$ cat src/rtl/stepper_move_ctrl.sv
// Stepper move controller: accepts step/direction/speed commands, paces steps, then settles.
// Optional macro STEPPER_POS_TRACK_EN builds a wrapping signed step-position register.
module stepper_move_ctrl #(
  parameter int unsigned STEP_PERIOD_M0 = 600002,
  parameter int unsigned STEP_PERIOD_M1 = 600002,
  parameter int unsigned STEP_PERIOD_M2 = 600002,
  parameter int unsigned STEP_PERIOD_M3 = 600002,
  parameter int unsigned SETTLE_CYC     = 1000
) (
  input  logic        clk,
  input  logic        rst,
  input  logic        cmd_valid,
  output logic        cmd_ready,
  input  logic        cmd_dir,
  input  logic [15:0] cmd_steps,
  input  logic [1:0]  cmd_mode,
  input  logic        stop,
  input  logic        limit,
  output logic        motor_en,
  output logic        motor_dir,
  output logic [1:0]  motor_mode,
  output logic        step_tick,
  output logic        busy,
  output logic        done,
  output logic        err,
  output logic [15:0] pos
);

  localparam int unsigned PER_W  = 26;
  localparam int unsigned SET_W  = 20;
  localparam int unsigned STEP_W = 16;
  localparam int unsigned MODE_W = 2;

  typedef enum logic [1:0] {
    S_IDLE,
    S_RUN,
    S_SETTLE
  } state_t;

  state_t              r_state;
  state_t              w_state_nx;
  logic [PER_W-1:0]    r_per_cnt;
  logic [SET_W-1:0]    r_set_cnt;
  logic [STEP_W-1:0]   r_steps_left;
  logic                r_dir;
  logic [MODE_W-1:0]   r_mode;
  logic                r_motor_en;
  logic                r_tick;
  logic                r_busy;
  logic                r_done;
  logic                r_err;
  logic                r_cmd_ready;

  logic [PER_W-1:0]    w_period;
  logic                w_wrap;
  logic                w_accept;
  logic                w_tick_nx;
  logic                w_done_nx;
  logic                w_err_nx;

  // Step period of the latched speed mode
  always_comb begin
    w_period = PER_W'(STEP_PERIOD_M0);
    case (r_mode)
      2'd1:    w_period = PER_W'(STEP_PERIOD_M1);
      2'd2:    w_period = PER_W'(STEP_PERIOD_M2);
      2'd3:    w_period = PER_W'(STEP_PERIOD_M3);
      default: w_period = PER_W'(STEP_PERIOD_M0);
    endcase
  end

  assign w_wrap   = (r_per_cnt == (w_period - PER_W'(1)));
  assign w_accept = (r_state == S_IDLE) && cmd_valid;

  // Next state; in RUN, stop beats limit abort beats step completion
  always_comb begin
    w_state_nx = r_state;
    w_tick_nx  = 1'b0;
    w_done_nx  = 1'b0;
    w_err_nx   = r_err;
    case (r_state)
      S_IDLE: begin
        if (w_accept) begin
          w_err_nx   = 1'b0;
          w_state_nx = (cmd_steps == STEP_W'(0)) ? S_SETTLE : S_RUN;
        end
      end
      S_RUN: begin
        if (stop) begin
          w_state_nx = S_SETTLE;
        end else if (limit && r_dir) begin
          w_state_nx = S_SETTLE;
          w_err_nx   = 1'b1;
        end else if (w_wrap) begin
          w_tick_nx = 1'b1;
          if (r_steps_left == STEP_W'(1)) begin
            w_state_nx = S_SETTLE;
          end
        end
      end
      S_SETTLE: begin
        if (r_set_cnt == SET_W'(SETTLE_CYC - 1)) begin
          w_state_nx = S_IDLE;
          w_done_nx  = 1'b1;
        end
      end
      default: w_state_nx = S_IDLE;
    endcase
  end

  always_ff @(posedge clk) begin
    if (rst) begin
      r_state      <= S_IDLE;
      r_per_cnt    <= '0;
      r_set_cnt    <= '0;
      r_steps_left <= '0;
      r_dir        <= 1'b0;
      r_mode       <= '0;
      r_motor_en   <= 1'b0;
      r_tick       <= 1'b0;
      r_busy       <= 1'b0;
      r_done       <= 1'b0;
      r_err        <= 1'b0;
      r_cmd_ready  <= 1'b1;
    end else begin
      r_state     <= w_state_nx;
      r_tick      <= w_tick_nx;
      r_done      <= w_done_nx;
      r_err       <= w_err_nx;
      r_motor_en  <= (w_state_nx == S_RUN);
      r_busy      <= (w_state_nx != S_IDLE);
      r_cmd_ready <= (w_state_nx == S_IDLE);

      if (w_accept) begin
        r_dir        <= cmd_dir;
        r_mode       <= cmd_mode;
        r_steps_left <= cmd_steps;
      end else if (w_tick_nx) begin
        r_steps_left <= r_steps_left - STEP_W'(1);
      end

      // Period counter restarts on every step and on every RUN entry
      if ((r_state == S_RUN) && (w_state_nx == S_RUN) && !w_wrap) begin
        r_per_cnt <= r_per_cnt + PER_W'(1);
      end else begin
        r_per_cnt <= '0;
      end

      if ((r_state == S_SETTLE) && (w_state_nx == S_SETTLE)) begin
        r_set_cnt <= r_set_cnt + SET_W'(1);
      end else begin
        r_set_cnt <= '0;
      end
    end
  end

`ifdef STEPPER_POS_TRACK_EN
  logic [15:0] r_pos;

  // Position follows each emitted step and wraps modulo 2^16
  always_ff @(posedge clk) begin
    if (rst) begin
      r_pos <= '0;
    end else if (w_tick_nx) begin
      r_pos <= r_dir ? (r_pos - 16'd1) : (r_pos + 16'd1);
    end
  end

  assign pos = r_pos;
`else
  assign pos = '0;
`endif

  assign cmd_ready  = r_cmd_ready;
  assign motor_en   = r_motor_en;
  assign motor_dir  = r_dir;
  assign motor_mode = r_mode;
  assign step_tick  = r_tick;
  assign busy       = r_busy;
  assign done       = r_done;
  assign err        = r_err;

endmodule

$ cat config.mk
export PLATFORM = sky130hd
export DESIGN_NAME = stepper_move_ctrl
export DESIGN_NICKNAME = d
export VERILOG_FILES = /design/src/rtl/stepper_move_ctrl.sv
export SDC_FILE = /design/constraint.sdc
export NUM_CORES = 1
export LEC_CHECK = 0
export ABC_AREA = 1
export CAP_MARGIN = 10
export CORE_AREA = 2 2 91 93
export DETAILED_ROUTE_END_ITERATION = 10
export DIE_AREA = 0 0 93 95
export GPL_TIMING_DRIVEN = 0
export PLACE_DENSITY_LB_ADDON = 0.12
export SLEW_MARGIN = 30
export SYNTH_ARGS = -nofsm -noshare
export SYNTH_HDL_FRONTEND = slang
export SYNTH_SLANG_ARGS = --single-unit
$ cat constraint.sdc
create_clock -name clk -period 2.3 [get_ports clk]
set_clock_uncertainty 0.2 [all_clocks]
set_input_delay 0.46 -clock clk [delete_from_list [all_inputs] [get_ports clk]]
set_output_delay 0.46 -clock clk [all_outputs]
set_load 0.05 [all_outputs]
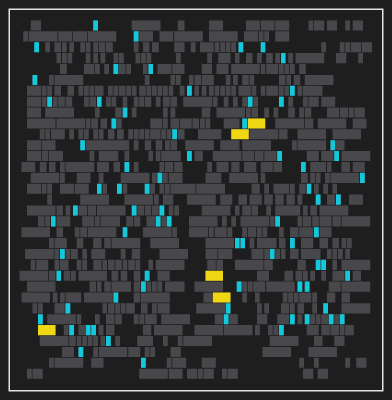
Fig. 1. Selected gate families.
Drawn at 4 px/micron.
Yellow marks adder and majority cells, cells 5. Cyan marks inverters, cells 74, where all over the die.
logic share of the area: 47.13%
Finished Layout Cells: 784
most instantiated logic cell after routing: nand2_1

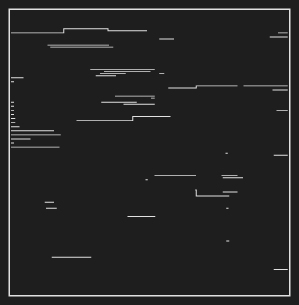
Fig. 2. The metal 3 layer.
Drawn at 3 px/micron.
39 nets have wire on it. The layer carries 413 microns of wire. The wires run mostly horizontal. The longest straight run is 21.2 microns. The layer holds 4.6% of the routed length.
via count: 3,796
DRT Wirelength: 9.022 mm
M3 GR Usage: 5.666%

==> run notes <==
impl run done, here's what came out: layout cells sized above 1 about 14%, placed insts 768, EDFF count, synth 0, fmax 449.9 MHz, final core occ 62.12%, top cells by area dfxtp_1 (35%), nand2_1 (13%), nor2_1 (9.2%), non-clk buf share 10.62%, Final #Nets 703, pre-CTS WS 56.92 ps, Mapped Cells roughly 620, syn_area_per_cell a little under 7 sq um, Resized Gates After CTS 0, Dominant cell area share 34.74%, initial antenna violation count 0, max-slew violation count 0, combinational gate area roughly 2300 sq um, Yosys top cell by area dfxtp_1, Worst Path Arrival 1560 ps, Die ar. 8835 sq um, Worst EP required ~1600 ps, FP Util approximately 53%, main flop type dfxtp_1, critical path's slowest cell clkdlybuf4s50_1, critical path type reg2out, Root Buffer clkbuf_8, detailed placement HPWL 6.821 mm, commonest cells in the netlist nand2_1 (144), nor2_1 (103), dfxtp_1 (73), inv_1 (70), nand3_1 (38), critical path endpoint category output port, clkbuf count 10, crit path time final around 2200 ps, relative slew slack between 60% and 70%, Detailed Routing Iterations Pass 1 4, Post-Place Cell Area 4715 sq um, drt drc 0, first-pass GRT wire length 15.29 mm, Distinct cells, synth 36, buffer and inverter count on the worst path 1, grt total ovfl 0, pin count of the biggest net entering global routing 15, PnR worst setup slack 77.40 ps, filler cell count 769, total clock sinks ~73, chip area line of the yosys report 4207 sq um, #MultiIn Comb 458, cell breakdown of the critical path clkdlybuf4s50_1, Routed WL per cell 11.51 microns, # port buffers 32, leakage power 2.041 nW, Yosys top cell by instances nand2_1, Longest Clk Path Bufs 2, number of antenna diodes 0, status finished clean, Critical Path Start Type flip-flop, postcts setup bufs 0, final hold violation count 0, Hold-fix buffers, CTS 0, I/O pins 49, Tot GR Track Use 21.78%, Initial DRC Count ~150, CTS H-tree lvls 3, Yosys warning total 0, post-synthesis register bit count 73, Final setup viols 0, critical path peak fanout 4, largest cell class by area multi-input combinational cells, antenna-violating nets left 0, TritonCTS clock tree done, site row count 33, Area growth syn-to-layout 17.07%, final setup TNS 0 ps, flop count 73, Post-Layout Inst Area 4925 sq um, CTS clk-pin slew, worst paths 90 ps, GPL Wtd Cong 0.9180, Die H 95 microns, tapcells inserted roughly 110, register area share after synthesis 34.74%, vias in the first global route 3,426, hold crit path type reg2reg, RSZ-0062 raised after global routing false, Die W approximately 93 microns, Seq area share 29.67%, vias per cell a little under 5, Core ar. 7928 sq um, async set-reset flop share out of synthesis 0%, crit-path leading delay family buffers and inverters, post-layout period usage of the worst path 96.63%, Num CTS Buffers 9, Non-clock buffers between 50 and 60, Min Hold Slack roughly 260 ps, Seq. cell area 1461 sq um, peak supply drop about 550 uV, Worst-Skew Late Latency 350 ps, worst slew pin tran 565.7 ps, cells in synth_stat.txt 616, Clock buf/inv share 4.268%, Post-Syn Area 4207 sq um, CP max stage delay 830 ps, Final Power 2.929 mW, Pwr Density 594.9 nW/um^2, Inverters 74, Tool Warnings 28, total of max-cap violations 0
## state kept, by name, indices dropped and copies added, names as in the netlist, 2 cells and up
register / cells
r_set_cnt: 20
r_state: 2
motor_mode: 2
r_steps_left: 16
r_per_cnt: 26
## placed cells by master, fill, tap and decap left out, types with 3 or more instances in the layout
master / count
a21oi_1: 17
buf_2: 4
buf_4: 16
clkbuf_1: 3
clkbuf_8: 10
clkdlybuf4s50_1: 32
conb_1: 16
dfxtp_1: 73
ha_1: 5
inv_1: 70
inv_2: 3
nand2_1: 144
nand2_2: 10
nand3_1: 38
nand3b_1: 3
nand4_1: 13
nor2_1: 103
nor2_2: 26
nor2_4: 5
nor3_1: 17
o21ai_0: 6
or2_2: 3
xnor2_1: 18
xor2_1: 18
## path summary, 6_finish.rpt
path	start	endpoint	slack (ps)	depth (start not counted)
min	r_set_cnt[0]	r_set_cnt[0]	260	1
max reg2reg	r_steps_left[0]	r_steps_left[10]	370	11
min reg2reg	r_set_cnt[0]	r_set_cnt[0]	260	1
max	motor_dir	motor_dir	80	1
## kinds of logic (layout without fill, tap and decap cells)
group                    after synthesis  count (layout)  share of synthesized area, %
AND/OR/NAND/NOR                      372             372                         40.90
AND-OR/OR-AND                         29              29                         3.867
XOR/XNOR                              36              36                         7.495
other                                  1              16                       0.08915
adder cells (fa/ha/maj)                5               5                         1.487
buffers and inverters                100             148                         11.42
flip-flops                            73              73                         34.74
## layer usage
layer	vias to the layer above	share of wire, %	GRT usage, %
met5	-	0	0
met4	0	1.3	7.108
met3	10	4.6	5.666
met2	71	47	35.81
met1	1719	47	28.00
li1	1996	-	-
## power breakdown
part / internal, mW / leakage [nW] / switching, mW / total, mW
registers: 1.30 / 0.592 / 0.0375 / 1.34
clock network: 0.542 / 0.103 / 0.524 / 1.07
logic: 0.192 / 1.34 / 0.334 / 0.526
Power is estimated from default activity; no workload was simulated.
